**src/rtl/gol_pkg.sv**
```systemverilog
// Shared Game-of-Life constants and the generation scheduler state encoding.
package gol_pkg;

    localparam int X_SIZE  = 1280;
    localparam int Y_SIZE  = 720;
    localparam int Y_WIDTH = $clog2(Y_SIZE);
    localparam int GEN_W   = 32;

    localparam logic [1:0] ST_IDLE      = 2'd0;
    localparam logic [1:0] ST_RUN       = 2'd1;
    localparam logic [1:0] ST_DRAIN     = 2'd2;
    localparam logic [1:0] ST_SWAP_WAIT = 2'd3;

    typedef enum logic [1:0] {
        IDLE      = ST_IDLE,
        RUN       = ST_RUN,
        DRAIN     = ST_DRAIN,
        SWAP_WAIT = ST_SWAP_WAIT
    } gen_state_e;

endpackage

```
**src/rtl/generation_scheduler_wb_tracker.sv**
```systemverilog
// Counts result-row write-backs for the generation in flight and flags unexpected ones.
module wb_tracker #(
    parameter int Y_SIZE = gol_pkg::Y_SIZE,
    parameter int CNT_W  = $clog2(Y_SIZE + 1)
) (
    input  logic clk_i,
    input  logic rst_i,
    input  logic clr_i,
    input  logic cnt_en_i,
    input  logic wb_done_i,
    output logic all_done_o,
    output logic overrun_o
);

    localparam logic [CNT_W-1:0] CNT_MAX = CNT_W'(Y_SIZE);
    localparam logic [CNT_W:0]   TARGET  = (CNT_W + 1)'(Y_SIZE);

    logic [CNT_W-1:0] wb_cnt_q, wb_cnt_d;
    logic             overrun_q, overrun_d;
    logic             full;

    assign full = (wb_cnt_q == CNT_MAX);

    // Includes this cycle's pulse so the last write-back and frame_end can coincide.
    assign all_done_o = ({1'b0, wb_cnt_q} + {{CNT_W{1'b0}}, wb_done_i}) >= TARGET;
    assign overrun_o  = overrun_q;

    always_comb begin
        wb_cnt_d  = wb_cnt_q;
        overrun_d = overrun_q;
        if (wb_done_i && (!cnt_en_i || full))
            overrun_d = 1'b1;
        if (clr_i)
            wb_cnt_d = '0;
        else if (wb_done_i && cnt_en_i && !full)
            wb_cnt_d = wb_cnt_q + 1'b1;
    end

    always_ff @(posedge clk_i or posedge rst_i) begin
        if (rst_i) begin
            wb_cnt_q  <= '0;
            overrun_q <= 1'b0;
        end else begin
            wb_cnt_q  <= wb_cnt_d;
            overrun_q <= overrun_d;
        end
    end

endmodule

```
**src/rtl/generation_scheduler.sv**
```systemverilog
// Runs one Game-of-Life generation at a time over the ping-pong banks and flips
// the displayed bank only on a video frame boundary.
module generation_scheduler #(
    parameter int Y_SIZE  = gol_pkg::Y_SIZE,
    parameter int Y_WIDTH = $clog2(Y_SIZE),
    parameter int GEN_W   = gol_pkg::GEN_W
) (
    input  logic               out_stream_aclk,
    input  logic               periph_reset,
    input  logic               init_done,
    input  logic               pause,
    input  logic               step,
    input  logic               frame_end,
    input  logic               row_ready,
    input  logic               wb_done,
    output logic               row_valid,
    output logic [Y_WIDTH-1:0] calc_row,
    output logic               calc_flag,
    output logic               src_bank,
    output logic [GEN_W-1:0]   gen_count,
    output logic               wb_overrun
);

    import gol_pkg::gen_state_e;
    import gol_pkg::IDLE;
    import gol_pkg::RUN;
    import gol_pkg::DRAIN;
    import gol_pkg::SWAP_WAIT;

    localparam logic [Y_WIDTH-1:0] LAST_ROW = Y_WIDTH'(Y_SIZE - 1);

    gen_state_e         state_q;
    logic               row_valid_q;
    logic [Y_WIDTH-1:0] calc_row_q;
    logic               calc_flag_q;
    logic               src_bank_q;
    logic [GEN_W-1:0]   gen_count_q;
    logic               step_pend_q;

    logic start;
    logic all_done;

    assign start = (state_q == IDLE) && init_done && (!pause || step || step_pend_q);

    wb_tracker #(.Y_SIZE(Y_SIZE)) u_wb_tracker (
        .clk_i      (out_stream_aclk),
        .rst_i      (periph_reset),
        .clr_i      (start),
        .cnt_en_i   (calc_flag_q),
        .wb_done_i  (wb_done),
        .all_done_o (all_done),
        .overrun_o  (wb_overrun)
    );

    always_ff @(posedge out_stream_aclk or posedge periph_reset) begin
        if (periph_reset) begin
            state_q     <= IDLE;
            row_valid_q <= 1'b0;
            calc_row_q  <= '0;
            calc_flag_q <= 1'b0;
            src_bank_q  <= 1'b0;
            gen_count_q <= '0;
            step_pend_q <= 1'b0;
        end else begin
            // A step while running is remembered so the next generation follows.
            if (step && pause && (state_q != IDLE))
                step_pend_q <= 1'b1;

            case (state_q)
                IDLE: begin
                    if (start) begin
                        state_q     <= RUN;
                        row_valid_q <= 1'b1;
                        calc_flag_q <= 1'b1;
                        calc_row_q  <= '0;
                        step_pend_q <= 1'b0;
                    end
                end
                RUN: begin
                    if (row_ready) begin
                        if (calc_row_q == LAST_ROW) begin
                            state_q     <= DRAIN;
                            row_valid_q <= 1'b0;
                            calc_row_q  <= '0;
                        end else begin
                            calc_row_q  <= calc_row_q + 1'b1;
                        end
                    end
                end
                DRAIN: begin
                    if (all_done) begin
                        calc_flag_q <= 1'b0;
                        if (frame_end) begin
                            src_bank_q  <= ~src_bank_q;
                            gen_count_q <= gen_count_q + 1'b1;
                            state_q     <= IDLE;
                        end else begin
                            state_q     <= SWAP_WAIT;
                        end
                    end
                end
                SWAP_WAIT: begin
                    if (frame_end) begin
                        src_bank_q  <= ~src_bank_q;
                        gen_count_q <= gen_count_q + 1'b1;
                        state_q     <= IDLE;
                    end
                end
                default: state_q <= IDLE;
            endcase
        end
    end

    assign row_valid = row_valid_q;
    assign calc_row  = calc_row_q;
    assign calc_flag = calc_flag_q;
    assign src_bank  = src_bank_q;
    assign gen_count = gen_count_q;

endmodule

```
**config.mk**
```make
export PLATFORM = sky130hd
export DESIGN_NAME = generation_scheduler
export DESIGN_NICKNAME = d
export VERILOG_FILES = /design/src/rtl/gol_pkg.sv /design/src/rtl/generation_scheduler_wb_tracker.sv /design/src/rtl/generation_scheduler.sv
export SDC_FILE = /design/constraint.sdc
export NUM_CORES = 1
export LEC_CHECK = 0
export ABC_AREA = 1
export CAP_MARGIN = 30
export CORE_ASPECT_RATIO = 1.4
export CORE_MARGIN = 4
export CORE_UTILIZATION = 55
export DETAILED_ROUTE_END_ITERATION = 8
export PLACE_DENSITY = 0.81
export SKIP_LAST_GASP = 1
export SLEW_MARGIN = 25
export SYNTH_ARGS = -nofsm -noshare
export SYNTH_HDL_FRONTEND = slang
export SYNTH_SLANG_ARGS = --single-unit
```
**constraint.sdc**
```tcl
create_clock -name out_stream_aclk -period 2.25 [get_ports out_stream_aclk]
set_input_delay 0.45 -clock out_stream_aclk [delete_from_list [all_inputs] [get_ports out_stream_aclk]]
set_output_delay 0.45 -clock out_stream_aclk [all_outputs]
set_load 0.02 [all_outputs]
```
==> run notes <==
fresh numbers from the pnr run: Largest register FFs 32, inverter count around 45, Final Max Tran Viols 0, Post-Synthesis Cell Area 3690 um^2, die width ~77 um, Final Instance Area 4610 um^2, hold slack 0.466 ns, DRC 0, Post-CTS Resized 0, GRT Residual Overflow 0, register share after synthesis 40.0%, wire length on met3 403 um, clk root buf clkbuf_8, fraction of layout cells with a size suffix above 1 7.17%, Max Buffers Root-to-Sink 2, largest cell class by area multi-input combinational cells, post-layout util 70.2%, FP Core Util about 56%, Die Ht 105 um, start point of the critical path wb_done, Post-synth EDFFs 0, # clk buffers 9, PwrDens approximately 810 nW/um^2, ys cells 518, YS warnings 0, GPL Wtd Cong 0.943, adder share under 10%, initial antenna violation count 0, minimum clock period after layout 2.13 ns, Flops after synth 59, DR top layer met4, routing usage on met3 3.79%, diodes inserted 0, Hold WC Path Type in2async, clk sink count 59, WS Path Type in2reg, Non-clk bufs 68, crit-path leading delay family buffers and inverters, Slew headroom 69.4%, # Taps 74, first-pass GRT wire length 15600 um, AND-OR/OR-AND Cells, Area Fraction under 10%, DRT iter0 DRCs 187, combinational share of cell area 42.8%, crit path launch type input pin, Basic Gates by Area 38.2%, GR peak layer met2, Post-CTS Hold Fix Bufs 0, final-layout fill cell count 540, maxcap violations 0, Crit. path cell count 14, Critical Path AT between 2 and 2.5 ns, met1 usage approximately a quarter, OpenROAD warnings 29, run status finished, final reports clean, Netlist cell types 30, Flop area 1480 um^2, Synth logic family simple AND/OR/NAND/NOR gates
==> cell usage after synthesis (2+ instances only) <==
cell	instances	area share [%]
nand2_2	2	0.34
o21ai_0	22	3.0
nor4_1	2	0.34
buf_2	6	0.81
o21a_1	3	0.61
nand3_1	61	8.3
inv_1	45	4.6
nor2_1	47	4.8
a21oi_1	6	0.81
nor2_2	2	0.34
xor2_1	25	5.9
dfrtp_1	59	40
xnor2_1	7	1.7
o31ai_1	2	0.41
ha_1	6	2.0
nand4_1	12	2.0
nand3b_1	5	1.0
nand2_1	170	17
clkbuf_1	6	0.61
buf_6	3	0.91
nor3_1	18	2.4
==> report_power, final <==
group          internal [mW]  leakage, nW  switching [mW]
sequential              1.20        0.798           0.183
combinational          0.533         1.25           0.801
clock                  0.518       0.0962           0.475
total                   2.25         2.14            1.46
**Signal wires on met4**

(4 px per um) Supply wires on this layer in gray.
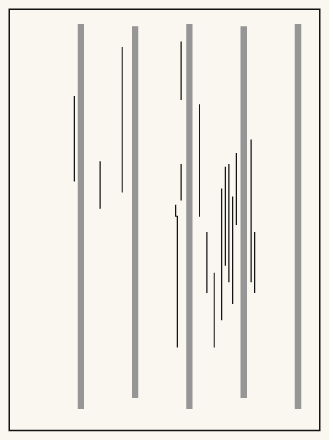
- wire length on this layer: 370 um
- nets with wire on the layer: 14
- main direction: vertical
- longest straight run: 36.0 um
via count: 3589
Total Routed Length: 9170 um

**Routed metal per tile**

(4 px per um) 15 x 21 tiles, from white (low) to dark blue (high), scaled to the fullest tile. Values are wire area over tile area, all layers added.
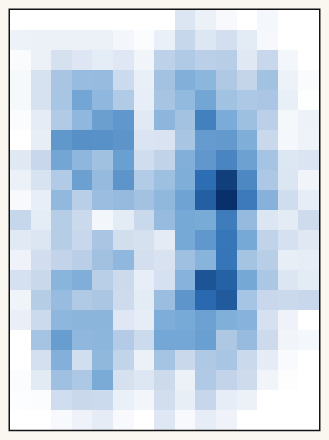
- fullest tile: 0.69
- nearly empty tiles: 11%
- mean over tiles: 0.18
- tiles over half the peak: 14%
drt wl/cell: 13.9 um
Total GRT Usage: 23.4%

Power is estimated from default activity; no workload was simulated.
